**src/rtl/sprite_motion_pkg.sv**
```systemverilog
// Shared encodings and widths for the sprite motion controller.
package sprite_motion_pkg;

   localparam int COORD_W = 10;
   localparam int VEL_W   = 5;

   typedef enum logic [1:0] {
      OP_SET_POS = 2'd0,
      OP_SET_VEL = 2'd1,
      OP_ENABLE  = 2'd2,
      OP_HALT    = 2'd3
   } cmd_op_e;

   typedef enum logic [1:0] {
      ST_IDLE   = 2'd0,
      ST_APPLY  = 2'd1,
      ST_STEP_X = 2'd2,
      ST_STEP_Y = 2'd3
   } state_e;

endpackage

```
**src/rtl/sprite_axis_step.sv**
```systemverilog
// One-axis motion step with edge bounce; shared between X and Y by the FSM.
module sprite_axis_step
   import sprite_motion_pkg::*;
(
   input  logic [COORD_W-1:0] pos,
   input  logic [VEL_W-1:0]   vel,
   input  logic [COORD_W-1:0] max,
   output logic [COORD_W-1:0] new_pos,
   output logic [VEL_W-1:0]   new_vel,
   output logic               bounce
);

   // One extra bit so an underflow below zero shows up as the sign bit.
   logic [COORD_W:0] nx;
   logic [VEL_W-1:0] vel_neg;

   assign nx = {1'b0, pos} + {{(COORD_W + 1 - VEL_W){vel[VEL_W-1]}}, vel};

   // Negating the most negative velocity would overflow, so it saturates.
   assign vel_neg = (vel == {1'b1, {(VEL_W-1){1'b0}}}) ? {1'b0, {(VEL_W-1){1'b1}}}
                                                       : (~vel) + VEL_W'(1);

   // Clamp to the playfield and reflect velocity when the step leaves it.
   always_comb begin
      new_pos = nx[COORD_W-1:0];
      new_vel = vel;
      bounce  = 1'b0;
      if (nx[COORD_W]) begin
         new_pos = '0;
         new_vel = vel_neg;
         bounce  = 1'b1;
      end else if (nx[COORD_W-1:0] > max) begin
         new_pos = max;
         new_vel = vel_neg;
         bounce  = 1'b1;
      end
   end

endmodule

```
**src/rtl/sprite_motion_ctrl.sv**
```systemverilog
// Frame-synchronous sprite motion controller: host commands land in shadow
// registers and are committed, then stepped, once per frame_start.
//
// state     | meaning
// ----------+-------------------------------------------------------------
// ST_IDLE   | accept host commands, wait for frame_start
// ST_APPLY  | commit shadow regs to live, advance frame divider
// ST_STEP_X | step X with bounce (if this frame steps)
// ST_STEP_Y | step Y with bounce (if this frame steps)
module sprite_motion_ctrl
   import sprite_motion_pkg::*;
#(
   parameter int H_ACTIVE  = 640,
   parameter int V_ACTIVE  = 480,
   parameter int SPR_SIZE  = 32,
   parameter int FRAME_DIV = 1
) (
   input  logic                 clk,
   input  logic                 rst_n,
   input  logic                 frame_start,
   input  logic                 cmd_valid,
   output logic                 cmd_ready,
   input  logic [1:0]           cmd_op,
   input  logic [19:0]          cmd_data,
   output logic [COORD_W-1:0]   spr_x,
   output logic [COORD_W-1:0]   spr_y,
   output logic                 spr_en,
   output logic                 busy,
   output logic                 bounce_x,
   output logic                 bounce_y
);

   localparam logic [COORD_W-1:0] MAX_X = COORD_W'(H_ACTIVE - SPR_SIZE);
   localparam logic [COORD_W-1:0] MAX_Y = COORD_W'(V_ACTIVE - SPR_SIZE);
   localparam logic [COORD_W-1:0] CTR_X = COORD_W'((H_ACTIVE - SPR_SIZE) / 2);
   localparam logic [COORD_W-1:0] CTR_Y = COORD_W'((V_ACTIVE - SPR_SIZE) / 2);
   localparam logic [3:0]         DIV_LAST = 4'(FRAME_DIV - 1);

   state_e             state;
   logic [VEL_W-1:0]   vx, vy;
   logic [COORD_W-1:0] sh_x, sh_y;
   logic [VEL_W-1:0]   sh_vx, sh_vy;
   logic               sh_en;
   logic               pos_pending;
   logic               step_act;
   logic [3:0]         div;

   logic [COORD_W-1:0] ax_pos, ax_max, ax_new_pos;
   logic [VEL_W-1:0]   ax_vel, ax_new_vel;
   logic               ax_bounce;
   logic [COORD_W-1:0] cmd_x, cmd_y;

   assign cmd_ready = (state == ST_IDLE) && !frame_start;

   assign cmd_x = (cmd_data[9:0]   > MAX_X) ? MAX_X : cmd_data[9:0];
   assign cmd_y = (cmd_data[19:10] > MAX_Y) ? MAX_Y : cmd_data[19:10];

   // Route the live axis selected by the current STEP state into the stepper.
   always_comb begin
      ax_pos = spr_x;
      ax_vel = vx;
      ax_max = MAX_X;
      if (state == ST_STEP_Y) begin
         ax_pos = spr_y;
         ax_vel = vy;
         ax_max = MAX_Y;
      end
   end

   sprite_axis_step u_step (
      .pos     (ax_pos),
      .vel     (ax_vel),
      .max     (ax_max),
      .new_pos (ax_new_pos),
      .new_vel (ax_new_vel),
      .bounce  (ax_bounce)
   );

   // Sequencer, shadow/live register file and registered outputs.
   always_ff @(posedge clk or negedge rst_n) begin
      if (!rst_n) begin
         state       <= ST_IDLE;
         spr_x       <= CTR_X;
         spr_y       <= CTR_Y;
         vx          <= '0;
         vy          <= '0;
         spr_en      <= 1'b0;
         sh_x        <= CTR_X;
         sh_y        <= CTR_Y;
         sh_vx       <= '0;
         sh_vy       <= '0;
         sh_en       <= 1'b0;
         pos_pending <= 1'b0;
         step_act    <= 1'b0;
         div         <= '0;
         busy        <= 1'b0;
         bounce_x    <= 1'b0;
         bounce_y    <= 1'b0;
      end else begin
         bounce_x <= 1'b0;
         bounce_y <= 1'b0;
         case (state)
            ST_IDLE: begin
               if (frame_start) begin
                  state <= ST_APPLY;
                  busy  <= 1'b1;
               end else if (cmd_valid) begin
                  case (cmd_op_e'(cmd_op))
                     OP_SET_POS: begin
                        sh_x        <= cmd_x;
                        sh_y        <= cmd_y;
                        pos_pending <= 1'b1;
                     end
                     OP_SET_VEL: begin
                        sh_vx <= cmd_data[4:0];
                        sh_vy <= cmd_data[9:5];
                     end
                     OP_ENABLE: sh_en <= cmd_data[0];
                     OP_HALT: begin
                        sh_vx <= '0;
                        sh_vy <= '0;
                     end
                     default: ;
                  endcase
               end
            end
            ST_APPLY: begin
               vx     <= sh_vx;
               vy     <= sh_vy;
               spr_en <= sh_en;
               if (pos_pending) begin
                  spr_x       <= sh_x;
                  spr_y       <= sh_y;
                  pos_pending <= 1'b0;
               end
               // A freshly placed sprite is not stepped in the same frame.
               step_act <= (div == DIV_LAST) && !pos_pending;
               div      <= (div == DIV_LAST) ? 4'd0 : div + 4'd1;
               state    <= ST_STEP_X;
            end
            ST_STEP_X: begin
               if (step_act) begin
                  spr_x <= ax_new_pos;
                  vx    <= ax_new_vel;
                  if (ax_bounce) begin
                     sh_vx    <= ax_new_vel;
                     bounce_x <= 1'b1;
                  end
               end
               state <= ST_STEP_Y;
            end
            ST_STEP_Y: begin
               if (step_act) begin
                  spr_y <= ax_new_pos;
                  vy    <= ax_new_vel;
                  if (ax_bounce) begin
                     sh_vy    <= ax_new_vel;
                     bounce_y <= 1'b1;
                  end
               end
               state <= ST_IDLE;
               busy  <= 1'b0;
            end
            default: state <= ST_IDLE;
         endcase
      end
   end

endmodule

```
**config.mk**
```make
export PLATFORM = sky130hd
export DESIGN_NAME = sprite_motion_ctrl
export DESIGN_NICKNAME = d
export VERILOG_FILES = /design/src/rtl/sprite_motion_pkg.sv /design/src/rtl/sprite_axis_step.sv /design/src/rtl/sprite_motion_ctrl.sv
export SDC_FILE = /design/constraint.sdc
export NUM_CORES = 1
export LEC_CHECK = 0
export ABC_AREA = 0
export CAP_MARGIN = 20
export CORE_AREA = 2 2 91 93
export DETAILED_ROUTE_END_ITERATION = 12
export DIE_AREA = 0 0 93 95
export HOLD_SLACK_MARGIN = 0.06
export PLACE_DENSITY = 0.76
export SETUP_SLACK_MARGIN = 0.15
export SYNTH_ARGS = -nofsm -noshare
export SYNTH_HDL_FRONTEND = slang
export SYNTH_SLANG_ARGS = --single-unit
```
**constraint.sdc**
```tcl
create_clock -name clk -period 14.1 [get_ports clk]
set_clock_uncertainty 0.15 [all_clocks]
set_input_delay 2.82 -clock clk [delete_from_list [all_inputs] [get_ports clk]]
set_output_delay 2.82 -clock clk [all_outputs]
set_load 0.1 [all_outputs]
```
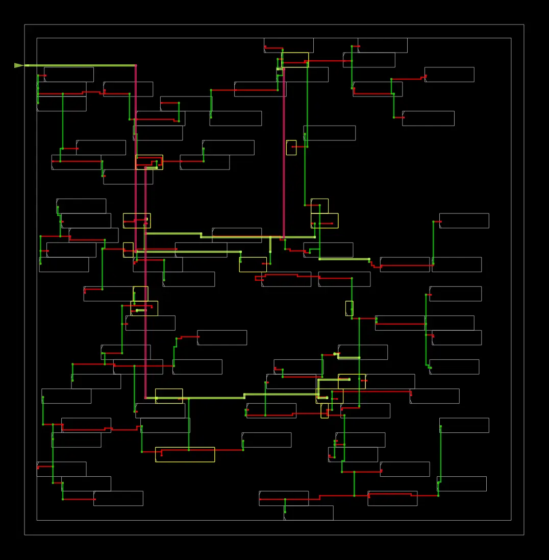
(images/clock_nets.png)
flip-flops: 73
CTS buffer count: 9
Clock Sinks: 73

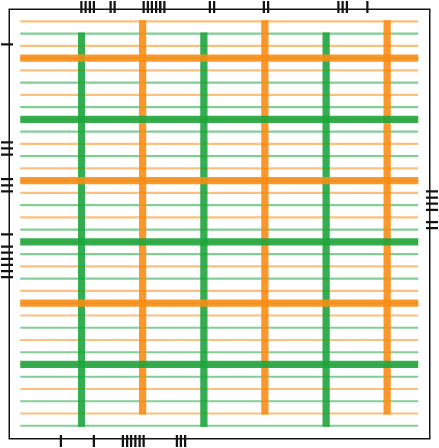
(images/floorplan.png)
Pins as bars on the die edge.
Green shows VSS. Orange shows VDD.
The core has 33 rows. 6 straps on met4. 6 straps on met5.
core area: 7930 um^2
Chip Height: 95 um
Die X: 93 um

[sequential cells by signal, summed over array words and instances (netlist names), 5 cells and up]
signal  count
sh_vy       5
spr_y      10
vy          5
sh_y       10
spr_x      10
sh_x       10
sh_vx       5
vx          5
[path summary, 6_finish.rpt]
| path | from | end | slack (ps) | depth (start not counted) |
|---|---|---|---|---|
| min in group asynchronous | rst_n | busy | 2520 | 2 |
| max reg2reg | state[1] | sh_vx[2] | 7400 | 19 |
| max | frame_start | cmd_ready | 6490 | 3 |
| max in group asynchronous | rst_n | spr_x[9] | 10660 | 2 |
| min | sh_y[6] | sh_y[6] | 300 | 2 |
| min reg2reg | sh_y[6] | sh_y[6] | 300 | 2 |
[cell families after synthesis]
kind of cell	after synthesis	share of synthesized area, %
AND/OR/NAND/NOR	165	17.9
AND-OR/OR-AND	153	22.8
flip-flops	73	41.9
buffers and inverters	43	3.90
multiplexers	24	5.98
adder cells (fa/ha/maj)	20	5.87
XOR/XNOR	8	1.59
[Yosys cell counts (all sizes together), types with 3 or more instances]
cell / instances
mux2: 15
buf: 5
a21oi: 41
a211oi: 12
a31oi: 24
or3: 4
nand2b: 6
xnor2: 4
ha: 19
a21boi: 6
nor2: 37
mux2i: 9
o2111ai: 4
nor3: 10
a22o: 11
nand3: 23
inv: 21
nor2b: 7
and3: 4
and2: 5
or2: 3
xor2: 4
nand2: 51
a21o: 4
o21a: 5
dfstp: 12
clkbuf: 17
o21ai: 29
a211o: 4
dfrtp: 61
nand4: 9
[per-stage QoR]
stage                     setup WS [ps]
after floorplan                    6990
after CTS                          6490
final                              6490
after detailed placement           6500
after global placement             6510
after global routing               6430
[worst register-to-register path: stages (launching register included)]
cell and delay [ps]:
dfrtp_1 390, ha_2 560, buf_4 440, mux2i_1 540
inv_1 180, ha_1 390, and3_1 180, o21ai_0 170
a211oi_1 350, o21ai_1 150, mux2i_1 140, a2111oi_1 750
ha_1 240, nand3_1 150, a2111oi_0 460, nand4b_1 280
o21ai_4 230, nand4_1 320, and2_1 320, o221ai_1 220
[area by class of cell]
type	count	area (um^2)	share of cell area, %
Tap cell	105	131	2.54
Clock buffer	11	131	2.54
Timing Repair Buffer	56	541	10.5
Clock inverter	5	56.3	1.09
Sequential cell	73	1840	35.7
Multi-Input combinational cell	370	2380	46.1
Inverter	21	78.8	1.53
[layer usage]
layer	global-route usage (%)	vias to the layer above
li1	-	1868
met1	38.7	1931
met2	43.2	174
met3	5.03	27
met4	9.44	0
met5	0	-
==> flow_summary_export.csv <==
group,metric,value,unit
worst_setup_path,worstSetupPathType,"input pin to primary output",
clock_network,htree_levels,3,
final_timing,tns,0,ps
routing,routed.top_layer,"met4",
grt,grt.total_usage,27.5,%
worst_setup_path,cp.required,11130,ps
logic_synthesis,netlist_area,4390,um^2
finish,filler_cell_count,700,
worst_setup_path,cp_top_family,"buffers and inverters",
placed_design,port_buffers,50,
run_status,status,"completed",
routing,vias_per_cell,6.24,
routing,totalWireLength,11800,um
floorplanning,row_count,33,
routing,dr_wl_met2,5440,um
finish,antenna_cells,0,
routing,routed-wl-met3,822,um
placed_design,dp_hpwl,8240,um
grt,grt_pass1_wl,18700,um
finish,nets,577,
logic_synthesis,numSynthFlops,73,
worst_setup_path,worstPathCellList,"clkdlybuf4s50_1, nor2_1, clkdlybuf4s50_1",
clock_network,root_buffer,"clkbuf_8",
logic_synthesis,synth_async_sr_flop_share,100,%
clock_network,clock_latency,360,ps
final_timing,fmax,0.131,GHz
routing,drtIter0Drc,481,
logic_synthesis,yosys.cell_types.count,56,
logic_synthesis,top_area_share,34.7,%
final_timing,slew_headroom,26.1,%
logic_synthesis,ys.flop_type,"dfrtp_1",
logic_synthesis,top_area_cell,"dfrtp_1",
finish,mostFrequentLayoutCell,"dfrtp_1",
worst_setup_path,path_max_fanout,4,
clock_network,cts_resized,0,
final_timing,slew_viol_final,0,
grt,grt_pass1_vias,3713,
worst_hold_path,hp-class,"flop to flop",
finish,final_cell_mix,"dfrtp_1, nand2_1, clkdlybuf4s50_1",
logic_synthesis,postSynthAreaPerCell,9.04,um^2
logic_synthesis,ys_seq_share,41.9,%
placed_design,gp_congestion,0.951,
final_timing,finalHoldViolCount,0,
grt,grt_max_degree,74,
worst_setup_path,worst_path_most_repeated_cell,"clkdlybuf4s50_1",
clock_network,cts_hold_buffers,0,
logic_synthesis,ys_cells,486,
